==> run_1/m1.png <==
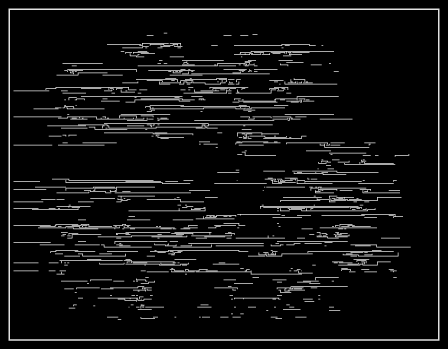
==> run_1/m2.png <==
The bar under the picture is 50 um long.
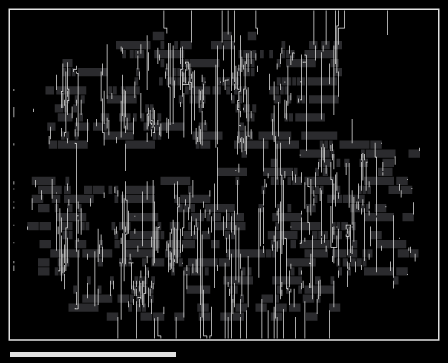
==> run_1/m3.png <==
The bar under the picture is 50 um long.
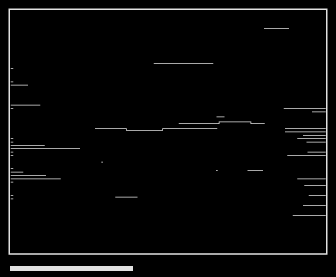
==> run_1/congestion_map.png <==
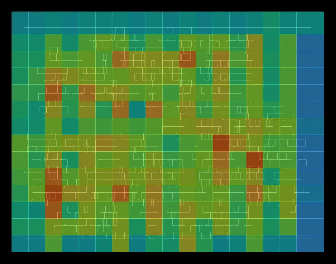
$ cat config.mk
export PLATFORM = sky130hd
export DESIGN_NAME = cpu_sequencer
export DESIGN_NICKNAME = d
export VERILOG_FILES = /design/src/rtl/cpu_pkg.sv /design/src/rtl/seq_branch_eval.sv /design/src/rtl/cpu_sequencer.sv
export SDC_FILE = /design/constraint.sdc
export NUM_CORES = 1
export LEC_CHECK = 0
export ABC_AREA = 1
export CORE_ASPECT_RATIO = 0.75
export CORE_MARGIN = 5
export CORE_UTILIZATION = 25
export CTS_CLUSTER_SIZE = 24
export DETAILED_ROUTE_END_ITERATION = 12
export GPL_ROUTABILITY_DRIVEN = 0
export PLACE_DENSITY_LB_ADDON = 0.12
export SLEW_MARGIN = 20
export SYNTH_ARGS = -nofsm -noshare
export SYNTH_HDL_FRONTEND = slang
export SYNTH_HIERARCHICAL = 1
export SYNTH_SLANG_ARGS = --single-unit
$ cat constraint.sdc
create_clock -name clk -period 2.33 [get_ports clk]
set_input_delay 0.699 -clock clk [delete_from_list [all_inputs] [get_ports clk]]
set_output_delay 0.699 -clock clk [all_outputs]
set_load 0.05 [all_outputs]
$ cat src/rtl/cpu_pkg.sv
// Shared encodings for the 8-bit A/B-register computer: instruction classes,
// ALU functions, jump conditions, sequencer states and instruction field slices.
package cpu_pkg;

  localparam int INSTR_W      = 15;
  localparam int ADDR_W       = 8;

  // Instruction field slices: {op[6:0], lit[7:0]}
  localparam int CLS_MSB      = 14;
  localparam int CLS_LSB      = 13;
  localparam int DST_BIT      = 12;
  localparam int SEL_BIT      = 11;  // lit_sel for ALU, we for MEM
  localparam int FN_MSB       = 10;
  localparam int FN_LSB       = 8;
  localparam int SYS_HALT_BIT = 8;
  localparam int LIT_MSB      = 7;
  localparam int LIT_LSB      = 0;

  typedef enum logic [1:0] {
    CLS_ALU  = 2'b00,
    CLS_JUMP = 2'b01,
    CLS_MEM  = 2'b10,
    CLS_SYS  = 2'b11
  } cls_e;

  typedef enum logic [2:0] {
    FN_MOV = 3'b000,
    FN_ADD = 3'b001,
    FN_SUB = 3'b010,
    FN_AND = 3'b011,
    FN_OR  = 3'b100,
    FN_XOR = 3'b101,
    FN_SHL = 3'b110,
    FN_SHR = 3'b111
  } alu_fn_e;

  typedef enum logic [2:0] {
    COND_ALWAYS = 3'b000,
    COND_Z      = 3'b001,
    COND_NZ     = 3'b010,
    COND_GT     = 3'b011,
    COND_N      = 3'b100,
    COND_NN     = 3'b101,
    COND_LE     = 3'b110,
    COND_C      = 3'b111
  } cond_e;

  typedef enum logic [1:0] {
    ST_HALT     = 2'b00,
    ST_FETCH    = 2'b01,
    ST_EXEC     = 2'b10,
    ST_MEM_WAIT = 2'b11
  } state_e;

  // Instruction class of a full instruction word
  function automatic cls_e ir_class(input logic [INSTR_W-1:0] word);
    return cls_e'(word[CLS_MSB:CLS_LSB]);
  endfunction

endpackage

$ cat src/rtl/seq_branch_eval.sv
// Jump condition evaluator: maps a 3-bit condition code and the ALU flags
// to a taken decision. Purely combinational.
module seq_branch_eval
  import cpu_pkg::*;
(
  input  logic [2:0] cond,
  input  logic       z,
  input  logic       n,
  input  logic       c,
  output logic       taken
);

  // Condition table lookup
  always_comb begin
    taken = 1'b0;
    case (cond_e'(cond))
      COND_ALWAYS: taken = 1'b1;
      COND_Z:      taken = z;
      COND_NZ:     taken = ~z;
      COND_GT:     taken = ~z & ~n;
      COND_N:      taken = n;
      COND_NN:     taken = ~n;
      COND_LE:     taken = z | n;
      COND_C:      taken = c;
      default:     taken = 1'b0;
    endcase
  end

endmodule

$ cat src/rtl/cpu_sequencer.sv
// Multi-cycle fetch/execute sequencer for the 8-bit A/B-register computer.
// Optional feature macro: SEQ_SINGLE_STEP_EN adds step_mode/step inputs; with
// step_mode=1 every completed instruction parks in HALT and a step pulse runs one.
module cpu_sequencer
  import cpu_pkg::*;
#(
  parameter int IW         = 15,
  parameter int AW         = 8,
  parameter bit AUTO_START = 1'b1
) (
  input  logic          clk,
  input  logic          rst_n,
  output logic [AW-1:0] im_addr,
  input  logic [IW-1:0] im_data,
  input  logic          flag_z,
  input  logic          flag_n,
  input  logic          flag_c,
  output logic          load_a,
  output logic          load_b,
  output logic          lit_sel,
  output logic [2:0]    alu_fn,
  output logic [7:0]    literal,
  output logic          dm_req,
  output logic          dm_we,
  input  logic          dm_ack,
  output logic          mem_to_reg,
  input  logic          start,
  input  logic          halt_req,
`ifdef SEQ_SINGLE_STEP_EN
  input  logic          step_mode,
  input  logic          step,
`endif
  output logic          halted,
  output logic [15:0]   retired
);

  state_e        state;
  logic [AW-1:0] pc;
  logic [IW-1:0] ir;
  logic [15:0]   retired_r;
  logic          load_a_r;
  logic          load_b_r;
  logic          lit_sel_r;
  logic [2:0]    alu_fn_r;
  logic          dm_req_r;

  logic          step_mode_s;
  logic          step_s;
  logic          taken_s;
  logic          stop_s;
  logic          go_s;
  logic          sys_halt_s;
  logic          mem_load_s;
  logic [AW-1:0] pc_inc_s;
  logic [15:0]   retired_next_s;

`ifdef SEQ_SINGLE_STEP_EN
  assign step_mode_s = step_mode;
  assign step_s      = step;
`else
  assign step_mode_s = 1'b0;
  assign step_s      = 1'b0;
`endif

  seq_branch_eval u_branch (
    .cond  (ir[FN_MSB:FN_LSB]),
    .z     (flag_z),
    .n     (flag_n),
    .c     (flag_c),
    .taken (taken_s)
  );

  // A completing instruction parks in HALT on request or in single-step mode;
  // halt_req always beats start/step while halted.
  assign stop_s         = halt_req | step_mode_s;
  assign go_s           = (start | step_s) & ~halt_req;
  assign sys_halt_s     = (ir_class(ir) == CLS_SYS) & ir[SYS_HALT_BIT];
  assign pc_inc_s       = pc + {{(AW-1){1'b0}}, 1'b1};
  assign retired_next_s = (retired_r == 16'hFFFF) ? retired_r : retired_r + 16'd1;

  // Load data is only valid in the ack cycle, so the DM write-back enable is
  // qualified directly by dm_ack rather than registered.
  assign mem_load_s = (state == ST_MEM_WAIT) & dm_ack & ~ir[SEL_BIT];

  assign im_addr    = pc;
  assign literal    = ir[LIT_MSB:LIT_LSB];
  assign halted     = (state == ST_HALT);
  assign retired    = retired_r;
  assign load_a     = load_a_r | (mem_load_s & ~ir[DST_BIT]);
  assign load_b     = load_b_r | (mem_load_s & ir[DST_BIT]);
  assign mem_to_reg = mem_load_s;
  assign lit_sel    = lit_sel_r;
  assign alu_fn     = alu_fn_r;
  assign dm_req     = dm_req_r;
  assign dm_we      = dm_req_r & ir[SEL_BIT];

  // Sequencer FSM: state, pc, IR, retire counter and registered datapath controls
  always_ff @(posedge clk or negedge rst_n) begin
    if (!rst_n) begin
      state     <= AUTO_START ? ST_FETCH : ST_HALT;
      pc        <= '0;
      ir        <= '0;
      retired_r <= 16'd0;
      load_a_r  <= 1'b0;
      load_b_r  <= 1'b0;
      lit_sel_r <= 1'b0;
      alu_fn_r  <= 3'b000;
      dm_req_r  <= 1'b0;
    end else begin
      case (state)
        ST_HALT: begin
          load_a_r  <= 1'b0;
          load_b_r  <= 1'b0;
          lit_sel_r <= 1'b0;
          alu_fn_r  <= 3'b000;
          dm_req_r  <= 1'b0;
          if (go_s) state <= ST_FETCH;
          else      state <= ST_HALT;
        end
        ST_FETCH: begin
          ir        <= im_data;
          state     <= ST_EXEC;
          load_a_r  <= 1'b0;
          load_b_r  <= 1'b0;
          lit_sel_r <= 1'b0;
          alu_fn_r  <= 3'b000;
          dm_req_r  <= 1'b0;
          case (ir_class(im_data))
            CLS_ALU: begin
              load_a_r  <= ~im_data[DST_BIT];
              load_b_r  <= im_data[DST_BIT];
              lit_sel_r <= im_data[SEL_BIT];
              alu_fn_r  <= im_data[FN_MSB:FN_LSB];
            end
            CLS_MEM: dm_req_r <= 1'b1;
            default: dm_req_r <= 1'b0;
          endcase
        end
        ST_EXEC: begin
          load_a_r  <= 1'b0;
          load_b_r  <= 1'b0;
          lit_sel_r <= 1'b0;
          alu_fn_r  <= 3'b000;
          if (ir_class(ir) == CLS_MEM) begin
            dm_req_r <= 1'b1;
            state    <= ST_MEM_WAIT;
          end else begin
            dm_req_r  <= 1'b0;
            retired_r <= retired_next_s;
            if ((ir_class(ir) == CLS_JUMP) && taken_s) pc <= ir[LIT_MSB:LIT_LSB];
            else                                       pc <= pc_inc_s;
            if (stop_s || sys_halt_s) state <= ST_HALT;
            else                      state <= ST_FETCH;
          end
        end
        ST_MEM_WAIT: begin
          if (dm_ack) begin
            dm_req_r  <= 1'b0;
            pc        <= pc_inc_s;
            retired_r <= retired_next_s;
            if (stop_s) state <= ST_HALT;
            else        state <= ST_FETCH;
          end else begin
            dm_req_r <= 1'b1;
            state    <= ST_MEM_WAIT;
          end
        end
        default: begin
          load_a_r  <= 1'b0;
          load_b_r  <= 1'b0;
          lit_sel_r <= 1'b0;
          alu_fn_r  <= 3'b000;
          dm_req_r  <= 1'b0;
          state     <= ST_HALT;
        end
      endcase
    end
  end

endmodule

==> impl_metrics.tcl, run 1 <==
# place-and-route summary
set metrics [dict create \
    outcome "finished clean" \
    hold_path.class "input port to asynchronous set/reset pin" \
    cts_buffers 5 \
    r2r-start "retired[0]$_DFFE_PN0P_" \
    ys_seq_share_pct 45.6 \
    crit_family "buffers and inverters" \
    pg_seq_mw 1.40 \
    fin_nets 441 \
    leakagePower_nw 1.73 \
    ant_nets 0 \
    worst_slack_ps 30.3 \
    stdcell_area_um2 3580 \
    core_um2 10300 \
    whs_ps 301 \
    pin_count 65 \
    criticalPathCategory "flip-flop to output pin" \
    slew_violations 0 \
    lay_top_cells "155 x nand2_1, 47 x dfrtp_1, 43 x clkdlybuf4s50_1" \
    simple_gate_share_pct 34.4 \
    clockBufferDepth 2 \
    grt_start_max_net_pins 37 \
    worstSetupStartpoint "im_addr[0]$_DFFE_PN0P_" \
    yosys_warnings 6 \
    clock_skew_ps 7.25 \
    via_per_inst 4.26 \
    tool_warnings 26 \
    firstDrtPassIters 4 \
    post-route-period-util_pct 98.7 \
    post_cts_resized 4 \
    flop_cell "dfrtp_1" \
]
-- m1.png (at the start) --
longest straight run	31.3 um
nets with wire on the layer	394

-- m2.png (at the start) --
longest straight run	32.5 um
share of all routed wire	42%
nets with wire on the layer	328
wire length on this layer	3020 um

-- m3.png (at the start) --
longest straight run	27.8 um
main direction	horizontal
wire length on this layer	399 um
nets with wire on the layer	37

-- congestion_map.png (at the start) --
met2 Usage GRT: 16.8%
average wire per standard cell: 12.9 um

run 1: layout make-up:
class / instances / area (um^2)
sequential: 48 / 1200
tap: 136 / 170
clock inverter: 3 / 42.5
timing repair buffer: 71 / 694
multi-input combinational: 256 / 1210
inverter: 34 / 135
fill: 1102 / 6710
clock buffer: 5 / 125
run 1: metal layers:
metal / vias up / track usage, % / share of wire, %
li1: 1226 / - / -
met1: 1074 / 16.6 / 51
met2: 47 / 16.8 / 42
met3: 7 / 3.30 / 5.6
met4: 0 / 3.15 / 1.0
met5: - / 0 / 0
run 1: registers in the layout, summed over array words and instances, names as in the netlist:
signal,count
alu_fn,3
ir,15
im_addr,8
load_a_r,1
state,2
load_b_r,1
dm_req,1
retired,16
lit_sel,1
==> run 2, diff against run 1 <==
CAP_MARGIN = 0   (was unset)
==> impl_metrics.tcl, run 2 <==
# place-and-route summary
set metrics [dict create \
    criticalPathCategory "flip-flop to output pin" \
    grt_start_max_net_pins 37 \
    worst_slack_ps 30.3 \
    wl_met3_um 398 \
    largest_register_ffs 16 \
    clock_skew_ps 7.25 \
    flop_area_um2 1200 \
    flop-count 48 \
    lay_top_cells "155 x nand2_1, 47 x dfrtp_1, 43 x clkdlybuf4s50_1" \
    crit_family "buffers and inverters" \
    grt_busiest_layer "met2" \
    slew_violations 0 \
    routed-wl-met2_mm 3.02 \
    fill_cells 1102 \
    nClkBuffers 5 \
    dominant_cells "multi-input combinational cells" \
    core_um2 10300 \
    seq_share_pct 33.5 \
    hold_path.class "input port to asynchronous set/reset pin" \
    buffers 71 \
    firstDrtPassIters 4 \
    highest_layer "met4" \
    tool_warnings 26 \
    comb_share_pct 33.9 \
    inverters 34 \
    whs_ps 301 \
    route.layer.met1.wl_mm 3.65 \
    cts_buffers 5 \
    ys_seq_share_pct 45.6 \
    grt_use_met2_pct 16.8 \
    yosys_warnings 6 \
    outcome "finished clean" \
    stdcell_area_um2 3580 \
    logic_area_um2 1210 \
    use_met1_pct 16.6 \
    post-route-period-util_pct 98.7 \
    clock_area_share_pct 4.68 \
    wire_per_inst_um 12.9 \
]
run 2: cell counts in the layout (fill, tap and decap cells not counted):
Identical to the previous run, type by type.
run 2: timing repair:
item                       in CTS  in global routing
hold buffers                    0                  0
setup endpoints to repair       3                  4
setup buffers                   0                  1
pin swaps                       1                  1
gates cloned                    0                  0
resized                         4                  2
run 2: where the power goes:
| part | switching (mW) | leakage (nW) | internal [mW] |
|---|---|---|---|
| clock network | 0.322 | 0.0798 | 0.505 |
| logic | 1.51 | 1.03 | 0.733 |
| registers | 0.292 | 0.624 | 1.11 |
| total | 2.12 | 1.73 | 2.34 |
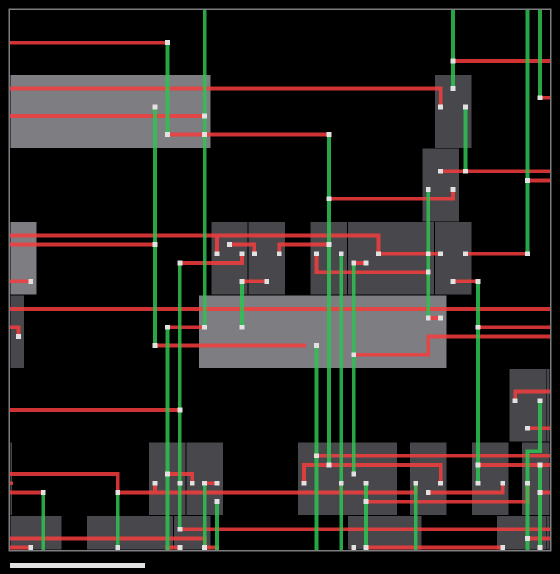
(run_2/closeup.png)
The bar under the picture is 5 um long. Region (22, 64) to (42, 84) um. Cells in gray, sequential cells in the stronger gray; small squares are vias.
color	layer
red	M1
green	M2
cells with their middle in the window	15
most frequent	nand2_1 (9), nor2_1 (2), dfrtp_1 (2)
netlist names of flops here include	retired (2)
sequential cells in the window	2

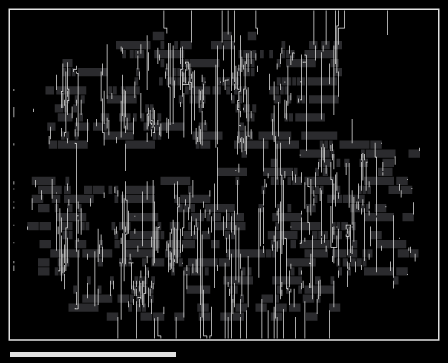
(run_2/m2.png)
The bar under the picture is 50 um long.
main direction	vertical
longest straight run	32.5 um
nets with wire on the layer	328

==> run 3, diff against run 2 <==
SYNTH_HIERARCHICAL = unset   (was 1)
==> impl_metrics.tcl, run 3 <==
# place-and-route summary
set metrics [dict create \
    outcome "finished clean" \
    ant_nets 0 \
    worst_slack_ps 50.1 \
    logic_area_um2 1180 \
    via_per_inst 4.20 \
    lay_top_cells "119 x nand2_1, 47 x dfrtp_1, 47 x clkdlybuf4s50_1" \
    fin_nets 438 \
    power_frac_comb_pct 52.2 \
    grt_busiest_layer "met1" \
    intPower_mw 2.29 \
    cts_buffers 5 \
    well_tap_count 136 \
    power_leader "combinational logic" \
    yosys_warnings 0 \
    stdcell_area_um2 3640 \
    worstSetupStartpoint "im_addr[2]$_DFFE_PN0P_" \
    clockBufferDepth 2 \
    simple_gate_share_pct 31.9 \
    swShare_pct 48.0 \
    hold_buffers 0 \
    comb_cells 231 \
    firstDrtPassIters 4 \
    buffers 83 \
    leakagePower_nw 1.74 \
    tool_warnings 26 \
    r2r-start "state[0]$_DFF_PN1_" \
    hold_path.class "input port to asynchronous set/reset pin" \
    core_um2 10200 \
    whs_ps 389 \
    routed-wl-met2_mm 2.81 \
    grt_use_met2_pct 15.7 \
    largest_register_ffs 16 \
    fill_cells 1095 \
    use_met1_pct 17.2 \
    buffer_area_share_pct 21.3 \
    pin_count 65 \
    power.switching_mw 2.12 \
]
## run 3: path summary, 6_finish.rpt
path                            cells past startpoint  slack (ps)                      to
min in group clk                                    2         490   alu_fn[0]$_DFFE_PN0P_
max in group asynchronous                           2        1600      state[0]$_DFF_PN1_
worst max-delay path                                1          50              im_addr[2]
worst min register to register                      2         490   alu_fn[0]$_DFFE_PN0P_
worst min-delay path                                2         390  im_addr[3]$_DFFE_PN0P_
worst max register to register                     13         210  retired[1]$_DFFE_PN0P_
## run 3: cells by family after synthesis
| family | count (synthesis) |
|---|---|
| AND/OR/NAND/NOR | 184 |
| flip-flops | 48 |
| buffers and inverters | 57 |
| XOR/XNOR | 17 |
| AND-OR/OR-AND | 28 |
| adder cells (fa/ha/maj) | 2 |
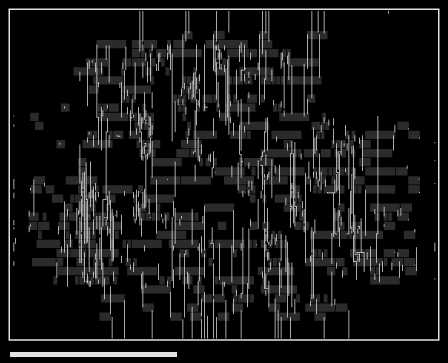
(run_3/m2.png)
The bar under the picture is 50 um long.
main direction	vertical
share of all routed wire	41%
nets with wire on the layer	333

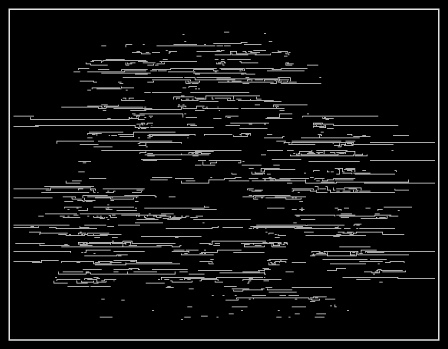
(run_3/m1.png)
share of all routed wire	54%
wire length on this layer	3650 um
longest straight run	41.9 um
main direction	horizontal
nets with wire on the layer	390

Power and IR drop assume default switching activity.
